$ cat src/rtl/prio_out_scheduler.sv
`default_nettype none
// ============================================================================
// Module   : prio_out_scheduler
// Function : Per-output-port egress scheduler. Strict-priority or weighted
//            round-robin arbitration over NUM_PRI queues, packet-granular.
// Revision : 1.0 - initial release
// ============================================================================
module prio_out_scheduler #(
    parameter int NUM_PRI  = 8,
    parameter int PRI_W    = 3,
    parameter int DATA_W   = 64,
    parameter int WEIGHT_W = 4
) (
    input  logic                        clk,
    input  logic                        rst,
    input  logic                        sp0_wrr1,
    input  logic [NUM_PRI*WEIGHT_W-1:0] wrr_weight,
    input  logic [NUM_PRI-1:0]          q_valid,
    input  logic [NUM_PRI*DATA_W-1:0]   q_data,
    input  logic [NUM_PRI-1:0]          q_eop,
    input  logic [NUM_PRI-1:0]          ready,
    output logic [NUM_PRI-1:0]          q_rd,
    output logic                        rd_sop,
    output logic                        rd_eop,
    output logic                        rd_vld,
    output logic [DATA_W-1:0]           rd_data,
    output logic [PRI_W-1:0]            grant_pri,
    output logic                        busy
);

    localparam logic [0:0]         c_ST_IDLE = 1'b0;
    localparam logic [0:0]         c_ST_XFER = 1'b1;
    localparam logic [NUM_PRI-1:0] c_PRI_LSB = NUM_PRI'(1);

    logic [0:0]          r_state;
    logic [0:0]          w_state_nxt;
    logic [NUM_PRI-1:0]  w_elig;
    logic [NUM_PRI-1:0]  w_cand;
    logic [WEIGHT_W-1:0] w_weight [NUM_PRI];
    logic [DATA_W-1:0]   w_qdata  [NUM_PRI];
    // Credit is kept as a consumed count: credit = weight - used, so reset
    // and reload both clear to a constant.
    logic [WEIGHT_W-1:0] r_used   [NUM_PRI];
    logic                w_sp_found;
    logic                w_wrr_found;
    logic                w_grant;
    logic                w_reload;
    logic [PRI_W-1:0]    w_sp_pri;
    logic [PRI_W-1:0]    w_wrr_pri;
    logic [PRI_W-1:0]    w_sel_pri;
    logic [PRI_W-1:0]    w_ptr_nxt;
    logic [PRI_W-1:0]    r_rr_ptr;
    logic [WEIGHT_W-1:0] r_gweight;
    logic                r_mode;
    logic                r_first;
    logic                w_pop;
    logic                w_eop_pop;

    assign w_elig = q_valid & ready;

    generate
        for (genvar p = 0; p < NUM_PRI; p++) begin : g_pri
            logic [WEIGHT_W-1:0] w_raw;
            assign w_raw       = wrr_weight[p*WEIGHT_W +: WEIGHT_W];
            assign w_weight[p] = (w_raw == '0) ? WEIGHT_W'(1) : w_raw;
            assign w_qdata[p]  = q_data[p*DATA_W +: DATA_W];
            assign w_cand[p]   = w_elig[p] & (r_used[p] < w_weight[p]);
        end
    endgenerate

    always_comb begin
        w_sp_found = 1'b0;
        w_sp_pri   = '0;
        for (int p = 0; p < NUM_PRI; p++) begin
            if (w_elig[p]) begin
                w_sp_found = 1'b1;
                w_sp_pri   = PRI_W'(p);
            end
        end
    end

    // Circular scan starting at the round-robin pointer.
    always_comb begin
        int v_idx;
        v_idx       = 0;
        w_wrr_found = 1'b0;
        w_wrr_pri   = '0;
        for (int i = 0; i < NUM_PRI; i++) begin
            v_idx = int'(r_rr_ptr) + i;
            if (v_idx >= NUM_PRI) begin
                v_idx = v_idx - NUM_PRI;
            end
            if (!w_wrr_found && w_cand[v_idx]) begin
                w_wrr_found = 1'b1;
                w_wrr_pri   = PRI_W'(v_idx);
            end
        end
    end

    assign w_grant   = sp0_wrr1 ? w_wrr_found : w_sp_found;
    assign w_sel_pri = sp0_wrr1 ? w_wrr_pri : w_sp_pri;
    assign w_reload  = sp0_wrr1 & (|w_elig) & ~w_wrr_found;
    assign w_pop     = (r_state == c_ST_XFER) & q_valid[grant_pri] & ready[grant_pri];
    assign w_eop_pop = w_pop & q_eop[grant_pri];
    assign w_ptr_nxt = (grant_pri == PRI_W'(NUM_PRI - 1)) ? '0 : grant_pri + 1'b1;

    always_ff @(posedge clk or negedge rst) begin
        if (!rst) begin
            r_state <= c_ST_IDLE;
        end else begin
            r_state <= w_state_nxt;
        end
    end

    always_comb begin
        w_state_nxt = r_state;
        case (r_state)
            c_ST_IDLE: if (w_grant)   w_state_nxt = c_ST_XFER;
            c_ST_XFER: if (w_eop_pop) w_state_nxt = c_ST_IDLE;
            default:                  w_state_nxt = c_ST_IDLE;
        endcase
    end

    always_comb begin
        q_rd = w_pop ? (c_PRI_LSB << grant_pri) : '0;
        busy = (r_state == c_ST_XFER);
    end

    always_ff @(posedge clk or negedge rst) begin
        if (!rst) begin
            grant_pri <= '0;
            r_mode    <= 1'b0;
            r_gweight <= '0;
            r_rr_ptr  <= '0;
            r_first   <= 1'b1;
            rd_vld    <= 1'b0;
            rd_sop    <= 1'b0;
            rd_eop    <= 1'b0;
            rd_data   <= '0;
            for (int p = 0; p < NUM_PRI; p++) begin
                r_used[p] <= '0;
            end
        end else begin
            rd_vld <= w_pop;
            rd_sop <= w_pop & r_first;
            rd_eop <= w_eop_pop;
            if (w_pop) begin
                rd_data <= w_qdata[grant_pri];
                r_first <= q_eop[grant_pri];
            end
            if (r_state == c_ST_IDLE) begin
                if (!sp0_wrr1 || w_reload) begin
                    for (int p = 0; p < NUM_PRI; p++) begin
                        r_used[p] <= '0;
                    end
                end
                if (w_grant) begin
                    grant_pri <= w_sel_pri;
                    r_mode    <= sp0_wrr1;
                    r_gweight <= w_weight[w_sel_pri];
                end
            end
            // Mode latched at grant decides whether the packet spends credit.
            if (w_eop_pop && r_mode) begin
                r_used[grant_pri] <= r_used[grant_pri] + 1'b1;
                if ((r_used[grant_pri] + 1'b1) >= r_gweight) begin
                    r_rr_ptr <= w_ptr_nxt;
                end
            end
        end
    end

endmodule
`default_nettype wire

$ cat config.mk
export PLATFORM = sky130hd
export DESIGN_NAME = prio_out_scheduler
export DESIGN_NICKNAME = d
export VERILOG_FILES = /design/src/rtl/prio_out_scheduler.sv
export SDC_FILE = /design/constraint.sdc
export NUM_CORES = 1
export LEC_CHECK = 0
export ABC_CLOCK_PERIOD_IN_PS = 8300
export CAP_MARGIN = 40
export CORE_AREA = 2 2 254 256
export DETAILED_ROUTE_END_ITERATION = 16
export DIE_AREA = 0 0 256 258
export DONT_BUFFER_PORTS = 1
export GPL_ROUTABILITY_DRIVEN = 1
export PLACE_DENSITY = 0.3
export SLEW_MARGIN = 20
export SYNTH_ARGS = -nofsm -noshare
export SYNTH_HDL_FRONTEND = slang
export SYNTH_SLANG_ARGS = --single-unit
$ cat constraint.sdc
create_clock -name clk -period 8.3 [get_ports clk]
set_input_delay 1.66 -clock clk [delete_from_list [all_inputs] [get_ports clk]]
set_output_delay 1.66 -clock clk [all_outputs]
set_load 0.01 [all_outputs]
==> impl_metrics.ini <==
; generated from flow reports
[place]
preCtsSetupSlack_ps = 2550
detailed_place_hpwl_um = 66700

[global_route]
grt_pass1_wl_um = 106000
met2_usage_pct = 37.5
grt_max_degree = 113

[power]
p_int_uw = 2130
sequentialPowerShare_pct = 23.5
pg_comb_uw = 3300
p_total_uw = 4980
p_per_area_nw_per_um2 = 451
power.switching_uw = 2850

[synthesis]
yosysWarnings = 0
edf_count = 0
avgSynthCellArea_um2 = 8.55
top_cells_by_area = dfrtp_1, a221oi_1, a22o_1
logic_family = AND-OR/OR-AND gates
compound_area_share_pct = 41.0
yosysTopAreaCell = dfrtp_1
synthCells = 1125
numSynthFlops = 112
synthAdderAreaFrac_pct = 4.81
top_cells_by_count = a221oi_1, a22o_1, dfrtp_1, nor2_1, nand2_1
synth.top_cell.area_share_pct = 28.9
syn_nets = 1733
ys_seq_share_pct = 29.2
async_flop_share_pct = 100

[setup_path]
ff2ff_path_depth = 16
r2r_setup_slack_ps = 3130
crit_path_start = wrr_weight[17]
crit_path_end = r_gweight[2]
cp_slowest_cell = a311oi_1

[drt]
drcViolationCount = 0
route.met3.wl_um = 8200
via_per_inst = 5.62
highest_layer = met5
dr.pass1.iters = 5

[final_timing]
timing.hold.ws_ps = 527
slew_headroom_pct = 29.8
grt_setup_unrepaired = no
fmax_ghz = 0.184
setup-tns-final_ps = 0

[status]
status = finished, final reports clean

[clocking]
path_clk_slew_ps = 110
cts_root_buf = clkbuf_16
clk_latency_ps = 410
clockBufferDepth = 2

[finish]
fill_cells = 7192
final_nets = 1691
ff_count = 112
inverters = 44
buffers = 41
antenna_cells = 22
top_regs = rd_data x64, r_used x32, r_gweight x4
clockBufferCount = 9

[floorplan]
die_width_um = 256
num_io_pins = 650
nWellTaps = 855
fp-utilization_pct = 15.1

[hold_path]
min-delay-start = r_first
==> images/congestion.png <==
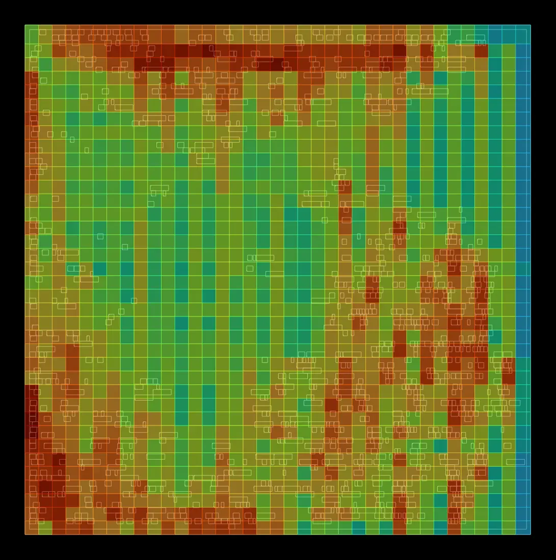
routed len/inst: 41.4 um
met3 usage: 9.46%
met1 usage: 29.5%

==> images/wires.png <==
The bar under the picture is 100 um long. Two of the layers only.
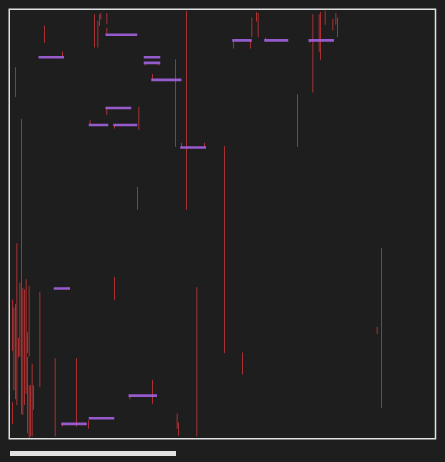
layer	color	wire length
metal 4	red	1960 um
metal 5	purple	203 um
Total GRT Usage: 23.7%
vias: 11041

==> images/flops_by_reg.png <==
The bar under the picture is 100 um long.
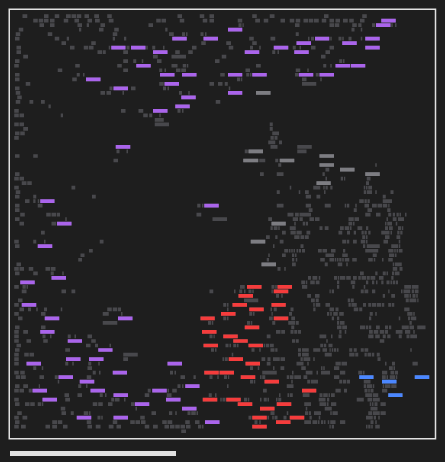
signal	color	sequential cells	where
`r_used`	red	32	bottom middle
`r_gweight`	blue	4	bottom right
`rd_data`	purple	64	spread over the die
register area: 2800 um2
flop share of the area: 25.4%
Finished Core Util: 17.3%
seq pwr: 1170 uW

==> images/logic_types.png <==
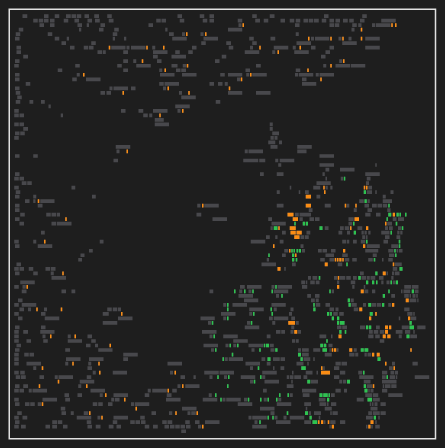
family	color	cells	most used
NAND gates	green	135	nand2_1
NOR gates	orange	131	nor2_1
most frequent logic cell in the layout: a221oi_1
final std cells w/o fill: 1965
Comb/total area: 57.4%

==> images/placement_by_type.png <==
The bar under the picture is 100 um long.
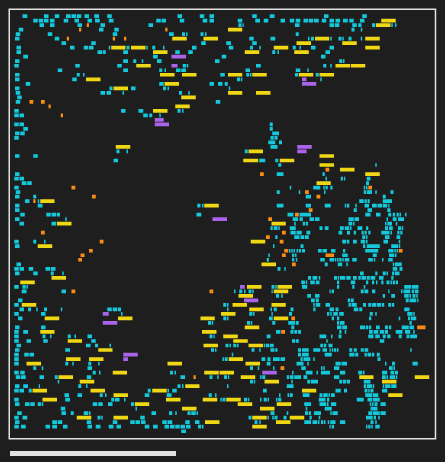
class	color	cells
combinational and other logic	cyan	919
flops	yellow	112
other buffers and delay cells	orange	41
clock drivers and dummy loads	purple	16
area of the core: 63600 um2
Cell Rows: 93
Design Area, Final: 11000 um2

Power is estimated from default activity; no workload was simulated.
